==> config.mk <==
export PLATFORM = sky130hd
export DESIGN_NAME = calc_sram_arbiter
export DESIGN_NICKNAME = d
export VERILOG_FILES = /design/src/rtl/calculator_pkg.sv /design/src/rtl/calc_rd_tag_pipe.sv /design/src/rtl/calc_sram_arbiter.sv
export SDC_FILE = /design/constraint.sdc
export NUM_CORES = 1
export LEC_CHECK = 0
export CAP_MARGIN = 30
export CELL_PAD_IN_SITES_DETAIL_PLACEMENT = 0
export CELL_PAD_IN_SITES_GLOBAL_PLACEMENT = 1
export CORE_ASPECT_RATIO = 1.2
export CORE_MARGIN = 3
export CORE_UTILIZATION = 15
export DETAILED_ROUTE_END_ITERATION = 8
export PLACE_DENSITY_LB_ADDON = 0.05
export SYNTH_ARGS = -nofsm -noshare
export SYNTH_HDL_FRONTEND = slang
export SYNTH_SLANG_ARGS = --single-unit
==> constraint.sdc <==
create_clock -name clk -period 6.28 [get_ports clk]
set_input_delay 1.884 -clock clk [delete_from_list [all_inputs] [get_ports clk]]
set_output_delay 1.884 -clock clk [all_outputs]
set_load 0.05 [all_outputs]
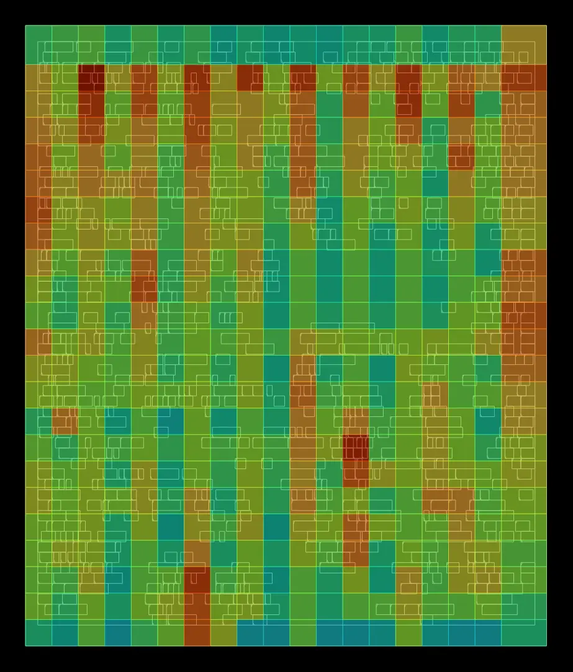
(congestion heat map)
fin util: 42.7%
grt met3 use: 7.06%
GRT Resource Usage Total: 16.4%

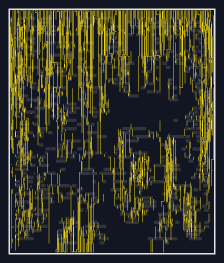
(metal 2)
(1.5 px per micron) Cells faint in the background.
main direction = vertical
share of all routed wire = 58%
longest straight run = 81.4 microns
WL final: 19500 microns
vias post-DR: 4614
grt met2 use: 34.5%

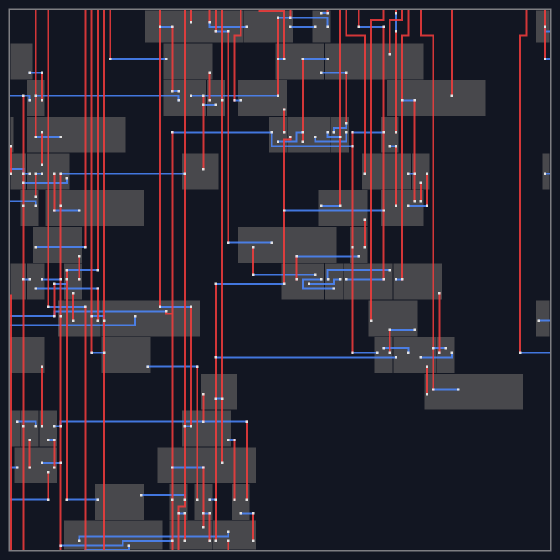
(close-up of the layout)
Region (48, 93) to (88, 133) microns. Cells in gray, sequential cells in the stronger gray; small squares are vias.
M2 -> red
M1 -> blue
sequential cells in the window = 0
cells with their middle in the window = 56
most frequent = nand2_1 (20), clkdlybuf4s50_1 (14)

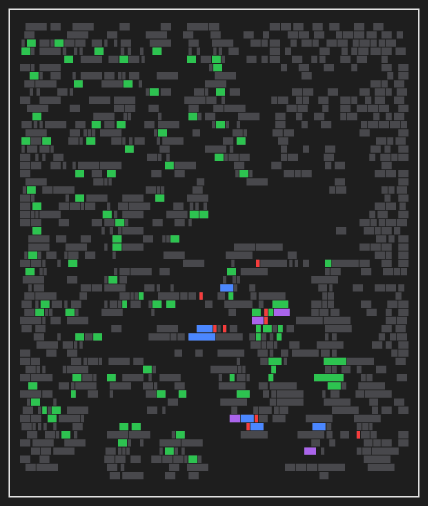
(gate-type map)
(3 px per micron)
fa/ha/maj cells -> blue  # cells 6, where south
inv cells -> red  # cells 9
aoi and oai cells -> green  # cells 93
mux cells -> purple  # cells 4
most numerous logic cell after layout: clkdlybuf4s50_1
final cell count without fillers: 1104
Comb area share: 28.6%

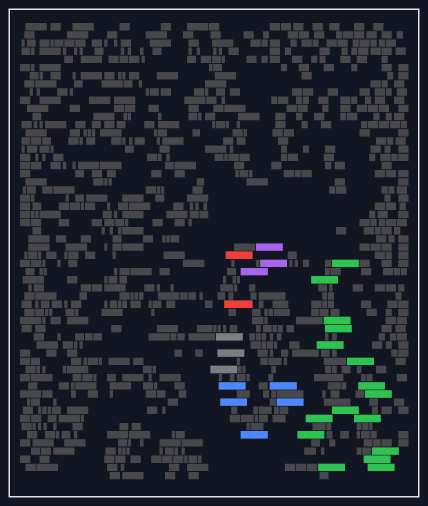
(where the registers sit)
(3 px per micron) Other sequential cells in the stronger gray, the rest of the logic in the fainter gray.
conflict_cnt -> green  # flops 16, where south-east
hold_cnt -> blue  # flops 5, where south
u_rd_tag_pipe.tag_out -> purple  # flops 3
last_gnt -> red  # flops 2
total sequential power: 0.254 mW
Register Area: 727 sq um
Seq area share: 8.62%

==> qor.yml <==
power_and_ir_drop:
  ir_drop_uv: 146
  share_seq_of_total_power_pct: 14.5
  leakagePower_nw: 3.31
  intPower_mw: 0.932
synth:
  yosys_area_sq_um: 3040
  ys_sh_simple_pct: 42.1
  ys_seq_share_pct: 23.9
  xor_area_share_pct: 5.18
  synth_area_leader_cell: "dfrtp_1"
  ys_cells: 469
  common_cells: "nand2_1, o21ai_0, and2_1"
  floorplan.nets: 695
  synthFlopType: "dfrtp_1"
  async_flop_share_pct: 100
  ys_top_logic_family: "simple AND/OR/NAND/NOR gates"
clock_tree:
  cts_buffers: 5
  cts_tree: "yes"
  clock.latency.late_pin_ns: 0.27
  cts_setup_buffers: 0
  htree_levels: 2
  clkTransAtPathRegs_ns: 0.05
  cts_hold_buf: 0
  cts-root-buf: "clkbuf_16"
timing:
  hold_viol_final: 0
  whs_ns: 0.484
  post-route-min-period_ns: 6.06
  max_slew_margin_pct: 45.3
  max_clock_freq_mhz: 165
  setup_viol: 0
  fin_ws_ns: 0.225
  fin_skew_ns: 0.00886
critical_path:
  cp_slowest_stage_delay_ns: 0.57
  end_kind: "primary output"
  start_kind: "input pin"
  critical_path_buf_inv_count: 4
  crit_cells: 10
  rrSetupSlack_ns: 3.36
run_status:
  status: "completed"
place:
  portBuffers: 379
  gp_congestion: 0.864
global_route:
  grt_max_degree: 65
  grt-ovfl-total: 0
  grt_antenna_before_repair: 1
  grt_use_met1_pct: 14.2
  first_global_vias: 4750
floorplanning:
  tap_cells: 261
  die_w_microns: 136
  boundaryPins: 380
  die_h_microns: 162
  core-area_sq_um: 19800
  fp_util_pct: 15.4
layout:
  layout.area.comb_sq_um: 2410
  largest_reg_flops: 16
  num-nets-final: 1068
  comb_cells: 396
  area_growth_pct: 177
  nFillCells: 1956
  drive_gt1_share_pct: 23.0
  clockNetworkAreaShare_pct: 1.69
  nNonClkInverters: 9
  antennaDiodeCount: 0
worst_hold_path:
  hold_path_class: "flop to flop"
  holdPathStages: 2
drt:
  wl_met3_microns: 2150
  top_layer: "met5"
  met1_length_microns: 5810
flow_run:
  drv_cap: 0
## per-stage QoR
step,area [sq um],cells,TNS [ns],util (%)
2_1_floorplan,3300,469,-0.509,-
3_3_place_gp,8290,1096,0,42.0
3_5_place_dp,8290,1096,0,42.0
4_1_cts,8430,1104,0,42.7
5_1_grt,8430,1104,0,42.7
6_report,8430,1104,0,42.7
## power groups by stage
| stage | Clock (mW) | Combinational [mW] | Sequential (mW) |
|---|---|---|---|
| after floorplan | 0 | 0.584 | 0.315 |
| after global placement | 0 | 1.28 | 0.255 |
| after detailed placement | 0 | 1.28 | 0.258 |
| after CTS | 0.232 | 1.29 | 0.255 |
| after global routing | 0.241 | 1.33 | 0.260 |
| final | 0.225 | 1.27 | 0.254 |
No activity file was given, so power comes from the tool's default toggle rates.
